==> config.mk <==
export PLATFORM = sky130hd
export DESIGN_NAME = dmem_arbiter
export DESIGN_NICKNAME = d
export VERILOG_FILES = /design/src/rtl/dmem_pkg.sv /design/src/rtl/dmem_arbiter_rr_arb2.sv /design/src/rtl/dmem_arbiter.sv
export SDC_FILE = /design/constraint.sdc
export NUM_CORES = 1
export LEC_CHECK = 0
export CAP_MARGIN = 20
export CORE_MARGIN = 5
export CORE_UTILIZATION = 39
export DETAILED_ROUTE_END_ITERATION = 7
export PLACE_DENSITY = 0.86
export SLEW_MARGIN = 20
export SYNTH_ARGS = -nofsm -noshare
export SYNTH_HDL_FRONTEND = slang
export SYNTH_SLANG_ARGS = --single-unit
==> constraint.sdc <==
create_clock -name clk -period 3.06 [get_ports clk]
set_input_delay 0.306 -clock clk [delete_from_list [all_inputs] [get_ports clk]]
set_output_delay 0.306 -clock clk [all_outputs]
set_load 0.01 [all_outputs]
Figure 1. M2 wires.
(4 px per um)
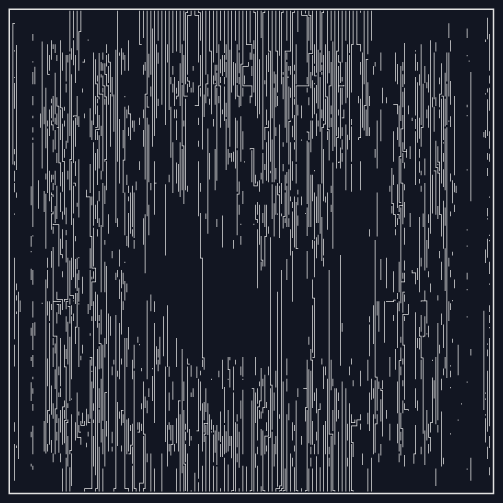
- share of all routed wire: 50%
- wire length on this layer: 8910 um
- nets with wire on the layer: 880
- longest straight run: 62.6 um
- main direction: vertical
total number of vias: 5361
GR Layer Usage met2: 0.417

Figure 2. Wiring by layer.
(2 px per um) Two of the layers only.
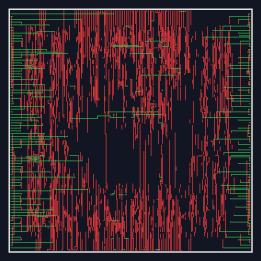
- M2: red (wire length 8910 um)
- M3: green (wire length 1700 um)
DR WL/cell: 17.2 um
Total Wirelength: 17700 um
GRT Util Overall: 0.232

Figure 3. Port wiring.
(2 px per um)
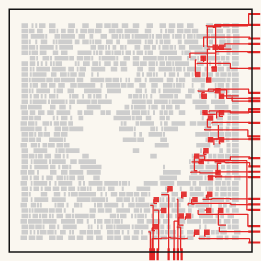
- `mem_rdata`: red (bits 32; direction input; end cells 32; buffers 32; wire 990 um)
IO Pins: 310
port bufs: 309

Figure 4. Cell placement.
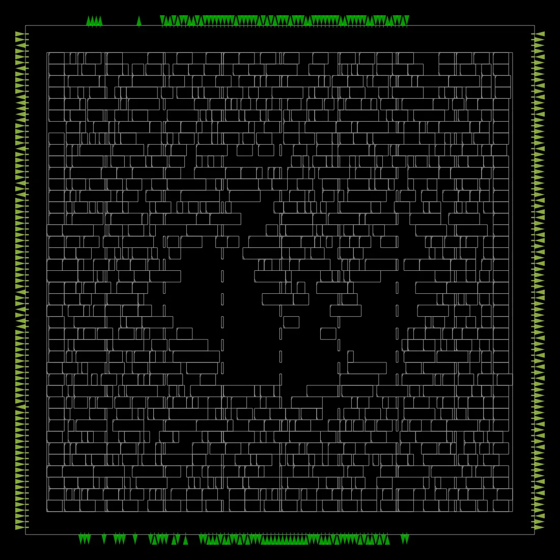
FILL cells: 1037
post-route insts no fill: 1029

==> job_summary.md <==
### Flow metrics

| Metric | Value |
|---|---|
| Leakage | `3.08 nW` |
| Most numerous logic cell after layout | `clkdlybuf4s50_1` |
| CTS sink cnt | `107` |
| Die width | `121 um` |
| Flip-flops with a built-in enable | `0` |
| PostCTS Resize Cnt | `0` |
| Fin nets | `1050` |
| Setup TNS | `0 ns` |
| Max VDD drop | `0.000240 V` |
| DRC Markers | `0` |
| Endpoints failing hold | `0` |
| Die ar. | `14600 um^2` |
| Pins Over Slew Limit | `0` |
| H-tree depth | `3` |
| Worst skew pair latency | `0.34 ns` |
| Top cell by count, worst path | `clkdlybuf4s50_1` |
| Synth async-reset ratio | `0` |
| Comb. cell area | `2430 um^2` |
| Worst Path Buf+Inv | `3` |
| Final Skew | `0.00599 ns` |
| Initial antenna violation count | `0` |
| Vias in the first global route | `5264` |
| Levels on crit path | `5` |
| GR Overflow Total | `0` |
| Crit path launch type | `input port` |
| First-pass GRT wire length | `27000 um` |
| Part of the cycle the worst path needs | `0.789` |
| Fp_density | `0.398` |
| RSZ-0062 raised after global routing | `no` |
| Max incr delay on CP | `0.59 ns` |
| Worst Hold Class | `flop to flop` |
| Status | `finished, final reports clean` |
| Cell variety after synth | `33` |
| Ys flop type | `dfxtp_1` |
| Most frequent cells in the layout | `clkdlybuf4s50_1 (309), nand2_1 (122), dfxtp_1 (107), nor2_1 (103), and2_1 (68)` |
| Worst EP required | `2.75 ns` |
| Starting DRT DRC Count | `325` |
| YS chip area | `4780 um^2` |
| Area growth, synth to finish | `73.1%` |
| CP max-delay cell | `clkdlybuf4s50_1` |
| Detailed Routing Iterations Pass 1 | `6` |
| # Cells Yosys | `597` |
| Synth Warn # | `0` |
| P per Cell Area | `423 nW/um^2` |
| CTS tree | `yes` |
| Critical path, cell by cell | `clkdlybuf4s50_1 > nor3b_2 > nand3_2 > inv_2 > clkdlybuf4s50_1` |
| Relative slew slack | `0.441` |
| Largest fanout on the critical path | `7` |
| GPL Wtd Cong | `0.874` |
| Syn_nets | `769` |
| Worst R2R Path Depth | `6` |
| Max-Cap Viols | `0` |
| Registers, synthesis | `107` |
| Final setup violation count | `0` |
| CP delay by family, top | `buffers and inverters` |
| Largest net degree at the start of global routing | `118` |
| Reg2Reg Setup Slack | `1.19 ns` |
## synth_stat cells (2+ instances only)
master	n	share of area
a211oi_1	8	0.013
a22oi_1	32	0.050
a311oi_1	59	0.11
and2_1	68	0.089
buf_1	4	0.0031
buf_2	10	0.010
clkbuf_1	36	0.028
dfxtp_1	107	0.45
inv_1	2	0.0016
inv_2	3	0.0024
mux2i_1	8	0.017
nand2_1	122	0.096
nand2b_1	3	0.0039
nand3_2	2	0.0042
nor2_1	103	0.081
nor4_1	10	0.013
o21ai_0	2	0.0021
or4_1	3	0.0047
## stage by stage
step                      instance area [um^2]  hold slack [ns]  utilization
after global placement                    7970            0.438        0.664
after floorplan                           4780            0.378            -
after detailed placement                  7970            0.441        0.664
after CTS                                 8270            0.457        0.688
after global routing                      8270            0.495        0.688
final                                     8270            0.451        0.688
## cells by family after synthesis
kind of cell | Yosys count | synth area share
mux | 8 | 0.0168
flops | 107 | 0.449
compound gates | 108 | 0.185
simple gates | 319 | 0.304
buf+inv | 55 | 0.0458
## worst reg2reg max path, delay by kind of cell, from the launching register on
family / cells / cell delay [ns]
AOI/OAI and AO/OA: 1 / 0.28
and+or+nand+nor: 3 / 0.70
buffers and inverters: 2 / 0.46
DFF: 1 / 0.34
## layer usage
metal,wire length [um],global-route usage
met1,6750,0.255
met2,8910,0.417
met3,1700,0.0790
met4,379,0.0751
met5,0,0
## power breakdown
part	switching, mW	internal [mW]
logic	0.324	0.440
registers	0.0663	1.50
clock network	0.495	0.675
## layout make-up
class	instances	share of cell area
tap	147	0.0222
clock inverter	2	0.00424
clock buffer	13	0.0315
multi-input combinational	435	0.294
timing repair buffer	320	0.387
inverter	5	0.00227
sequential	107	0.259
Power is estimated from default activity; no workload was simulated.
